===== src/rtl/osc_sweep_ctrl.sv =====
// osc_sweep_ctrl -- frequency-sweep sequencer for the digital sine oscillator.
//
// Holds a table of per-step coefficient pairs {2cos(b), sin(b)}. For each sweep
// step it pulses Ready with the step's coefficients on Init_1/Init_2, then
// produces sample-rate Enable strobes. The first Settle_Cfg samples of a step
// are discarded, and the following max(Num_Cfg,1) samples are flagged on
// Sample_Valid for the capture stage.
//
// Optional build macro: OSC_SWEEP_LOOP_EN -- the sweep wraps from Last_Step
// back to step 0 and repeats until Abort. Done pulses on each wrap.
//
// Ports:
//   Fg_CLK, Fg_RESET           clock, synchronous active-high reset
//   Cfg_We/Cfg_Addr            coefficient table write strobe / address
//   Cfg_Sin/Cfg_Cos2           sin(b), 2cos(b) in signed Q2.29
//   Last_Step                  final step index (inclusive)
//   Div_Cfg                    clocks per sample (0 acts as 1)
//   Settle_Cfg/Num_Cfg         discarded / measured samples per step (Num 0 acts as 1)
//   Start/Abort                sweep control
//   Ready/Enable               oscillator load pulse / advance strobe
//   Init_1/Init_2              sin(b) / 2cos(b) of the current step
//   Sample_Valid               oscillator output is a measurement sample
//   Step_Idx/Busy/Done         sweep status
module osc_sweep_ctrl #(
  parameter int ADDR_W = 4,
  parameter int DIV_W  = 16,
  parameter int CNT_W  = 16
) (
  input  logic              Fg_CLK,
  input  logic              Fg_RESET,
  input  logic              Cfg_We,
  input  logic [ADDR_W-1:0] Cfg_Addr,
  input  logic [31:0]       Cfg_Sin,
  input  logic [31:0]       Cfg_Cos2,
  input  logic [ADDR_W-1:0] Last_Step,
  input  logic [DIV_W-1:0]  Div_Cfg,
  input  logic [CNT_W-1:0]  Settle_Cfg,
  input  logic [CNT_W-1:0]  Num_Cfg,
  input  logic              Start,
  input  logic              Abort,
  output logic              Ready,
  output logic              Enable,
  output logic [31:0]       Init_1,
  output logic [31:0]       Init_2,
  output logic              Sample_Valid,
  output logic [ADDR_W-1:0] Step_Idx,
  output logic              Busy,
  output logic              Done
);

  typedef enum logic [1:0] {IDLE, LOAD, RUN, NEXT} state_t;

  state_t            state, state_nxt;
  logic [63:0]       tbl [0:(2**ADDR_W)-1];
  logic [DIV_W-1:0]  dcnt, div_term;
  logic [CNT_W:0]    scnt, num_eff, total;
  logic [ADDR_W-1:0] idx_nxt;
  logic              en_sched, go_next, done_go, sv_flag;

  // Table has no reset; contents are undefined until written.
  always_ff @(posedge Fg_CLK) begin
    if (Cfg_We) tbl[Cfg_Addr] <= {Cfg_Cos2, Cfg_Sin};
  end

  // Enable is registered, so the strobe is scheduled one cycle ahead: dcnt
  // counts from 0 in the LOAD cycle, and reaching div_term sets Enable for the
  // following cycle. scnt counts scheduled strobes. Because it is advanced at
  // scheduling time, its value when the strobe is scheduled is the
  // pre-increment count for that sample.
  always_comb begin
    div_term  = (Div_Cfg == '0) ? '0 : Div_Cfg - DIV_W'(1);
    num_eff   = (Num_Cfg == '0) ? (CNT_W+1)'(1) : {1'b0, Num_Cfg};
    total     = {1'b0, Settle_Cfg} + num_eff;
    en_sched  = (state == LOAD || state == RUN) && (dcnt >= div_term) &&
                (scnt < total) && !Abort;
    // Leave RUN in the cycle of the last Enable. The dcnt term also releases
    // the FSM if the count limit was lowered below the count already reached.
    go_next   = (state == RUN) && (scnt >= total) && (Enable || dcnt >= div_term);

    state_nxt = state;
    idx_nxt   = Step_Idx;
    done_go   = 1'b0;
    case (state)
      IDLE: if (Start) begin
        state_nxt = LOAD;
        idx_nxt   = '0;
      end
      LOAD: state_nxt = RUN;
      RUN:  if (go_next) state_nxt = NEXT;
      NEXT: begin
        if (Step_Idx == Last_Step) begin
          done_go = 1'b1;
`ifdef OSC_SWEEP_LOOP_EN
          state_nxt = LOAD;
          idx_nxt   = '0;
`else
          state_nxt = IDLE;
`endif
        end else begin
          state_nxt = LOAD;
          idx_nxt   = Step_Idx + ADDR_W'(1);
        end
      end
      default: state_nxt = IDLE;
    endcase
    if (Abort) begin
      state_nxt = IDLE;
      idx_nxt   = Step_Idx;
      done_go   = 1'b0;
    end
  end

  always_ff @(posedge Fg_CLK) begin
    if (Fg_RESET) begin
      state        <= IDLE;
      Step_Idx     <= '0;
      Ready        <= 1'b0;
      Enable       <= 1'b0;
      Sample_Valid <= 1'b0;
      sv_flag      <= 1'b0;
      Done         <= 1'b0;
      Busy         <= 1'b0;
      Init_1       <= '0;
      Init_2       <= '0;
      dcnt         <= '0;
      scnt         <= '0;
    end else begin
      state        <= state_nxt;
      Step_Idx     <= idx_nxt;
      Ready        <= (state_nxt == LOAD);
      Done         <= done_go;
      Busy         <= (state_nxt != IDLE);
      Enable       <= en_sched;
      sv_flag      <= (scnt >= {1'b0, Settle_Cfg});
      Sample_Valid <= Enable && sv_flag && !Abort;
      if (state_nxt == LOAD) begin
        // Coefficients are latched here only, so table writes to the running
        // step are picked up at that step's next LOAD.
        Init_1 <= tbl[idx_nxt][31:0];
        Init_2 <= tbl[idx_nxt][63:32];
        dcnt   <= '0;
        scnt   <= '0;
      end else if (state == LOAD || state == RUN) begin
        dcnt <= (dcnt >= div_term) ? '0 : dcnt + DIV_W'(1);
        if (en_sched) scnt <= scnt + (CNT_W+1)'(1);
      end
    end
  end

endmodule


===== config.mk =====
export PLATFORM = sky130hd
export DESIGN_NAME = osc_sweep_ctrl
export DESIGN_NICKNAME = d
export VERILOG_FILES = /design/src/rtl/osc_sweep_ctrl.sv
export SDC_FILE = /design/constraint.sdc
export NUM_CORES = 2
export LEC_CHECK = 0
export ABC_CLOCK_PERIOD_IN_PS = 9800
export CAP_MARGIN = 20
export CORE_AREA = 8 8 275 409
export DETAILED_ROUTE_END_ITERATION = 8
export DIE_AREA = 0 0 283 417
export HOLD_SLACK_MARGIN = 0.08
export PLACE_DENSITY_LB_ADDON = 0.15
export SLEW_MARGIN = 15
export SYNTH_ARGS = -nofsm -noshare
export SYNTH_HDL_FRONTEND = slang
export SYNTH_SLANG_ARGS = --single-unit

===== constraint.sdc =====
create_clock -name Fg_CLK -period 9.8 [get_ports Fg_CLK]
set_clock_uncertainty 0.15 [all_clocks]
set_input_delay 1.96 -clock Fg_CLK [delete_from_list [all_inputs] [get_ports Fg_CLK]]
set_output_delay 1.96 -clock Fg_CLK [all_outputs]
set_load 0.01 [all_outputs]

Sequential cells colored by netlist name:
Other sequential cells in the stronger gray, the rest of the logic in the fainter gray.
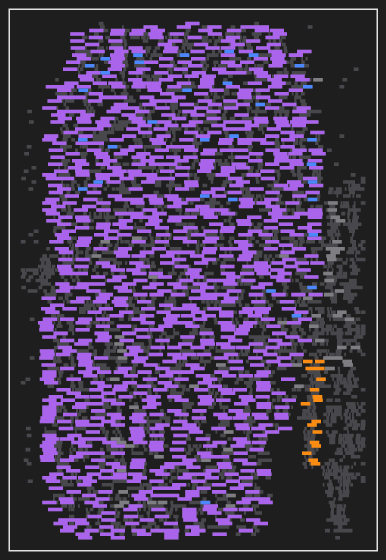
name in the netlist	color	sequential cells
`tbl`	purple	1024
`Init_2`	blue	32
`scnt`	orange	17
final core occ: 0.510
Seq. cell area: 32900 sq um
Seq area share: 0.606
Seq power: 5.42 mW

Cell area per tile:
The die is cut into 14 by 21 equal tiles; black is low, pale yellow is high, 0 to 100% covered.
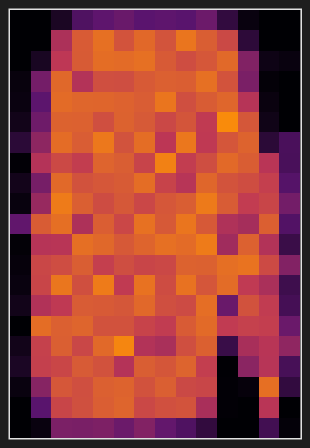
fullest tile	75%
mean over tiles	45%
nearly empty tiles	9.5%
core footprint: 106000 sq um
fp util: 0.446

Routing congestion map:
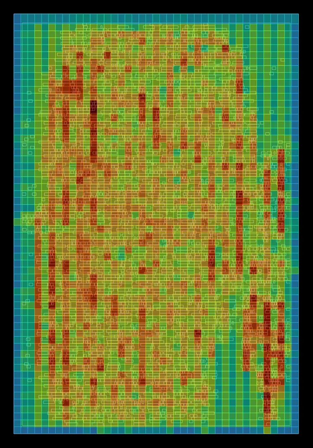
WL per Instance: 26.0 um
M2 GR Usage: 0.358

Placement by cell class:
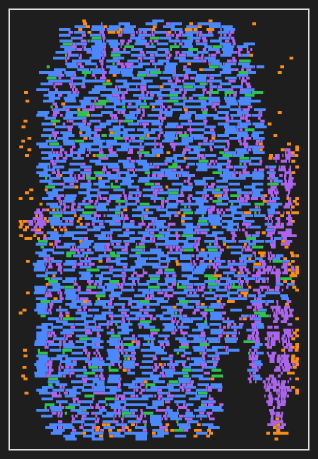
class	color	cells	share of their area
clock drivers and dummy loads	green	194	6.8%
remaining logic cells	purple	1927	26%
remaining buffers and delay cells	orange	252	4.7%
sequential cells	blue	1133	63%
# rows: 147
final instance area: 54300 sq um

==> reports/qor.csv <==
metric,value,unit
worst hold path class,flip-flop to flip-flop,
die height,417,um
fin. max-slew vios,0,
post-route ant nets,0,
most frequent cells in the layout,"edfxtp_1, o211ai_1, inv_1",
yosys warns,0,
crit path time final,7600,ps
final instance count without filler cells,4925,
asr flop ratio synth,0,
"top cells by count, synth","edfxtp_1, o211ai_1, inv_1",
crit-path max FO,40,
Post-Syn Area,47500,sq um
biggest regs,"tbl: 1024 flops, Init_1: 32 flops, Init_2: 32 flops",
Remaining DRCs,0,
ao+oa area frac,0.133,
CTS tree,built,
clock buffer depth,3,
worst hold path depth,1,
Clock transition at path regs,60,ps
final WL,128,mm
share of layout cells above drive strength 1,0.143,
Commonest Layout Cell,edfxtp_1,
crit-path cells,"clkdlybuf4s50_1, nor4_1, a41o_1, ha_1, fa_1, a21oi_1, o21ai_0, a2111oi_0, o31ai_1, o41a_1, a311o_1, a21o_1, a21oi_1, ha_1, nand3_1, o31ai_1, o31a_1, nand3_1, nor2_4, buf_12, a22o_1",
slowest CP cell,a2111oi_0,
number of enable flip-flop cells,1024,
Clock Sinks,1133,
status,"complete, no violations",
CP Buf/Inv Count,2,
Post-synth regs,1133,
yosys synthesis chip area,47500,sq um
Root Buffer Master,clkbuf_16,
Critical Path Sink Type,flip-flop,
1st-iter DRT viols,2600,
worst setup path endpoint,Init_2[16]$_SDFFE_PP0N_,
"Largest delay share family, worst path",AND-OR/OR-AND gates,
Top area cell types,"edfxtp_1, o211ai_1, mux2_2, dfxtp_1, o21ai_0",
Mux cell area share,0.0608,
Synth area leader,edfxtp_1,
Post-Synth Adder-Cell Area,0.0194,
Area after DPL,50700,sq um
WS Path Type,primary input to flip-flop,
worst-case reg-to-reg path depth,12,
syn avg cell area,14.4,sq um
worst vdd ir,0.130,mV
worst path required time,10250,ps
WP depth,21,
global-route wire length before repair,190,mm
Final setup viols,0,
post-route setup slack,2200,ps
# nets final,3616,
ys flop type,edfxtp_1,
Main logic family,AND-OR/OR-AND gates,
Distinct lib cells used,64,
initial antenna violation count,7,
via count,28902,
[metal layers]
| layer | vias to the layer above | GRT usage | share of wire |
|---|---|---|---|
| met5 | - | 0 | 0.00016 |
| met4 | 4 | 0.0621 | 0.024 |
| met3 | 189 | 0.0312 | 0.053 |
| met2 | 920 | 0.358 | 0.49 |
| met1 | 14812 | 0.279 | 0.43 |
| li1 | 12977 | - | - |
[report_power, final]
part,switching [mW],internal (mW),total [mW]
clock network,1.77,2.47,4.23
logic,0.267,0.175,0.442
registers,0.0432,5.38,5.42
[final cells by class]
type,count,area [sq um]
fill,8856,52200
sequential,1133,32900
multi-input combinational,1637,12500
clock buffer,141,2890
timing repair buffer,252,2470
tap,1415,1770
inverter,290,1090
clock inverter,53,667
antenna,4,10.0
No activity file was given, so power comes from the tool's default toggle rates.
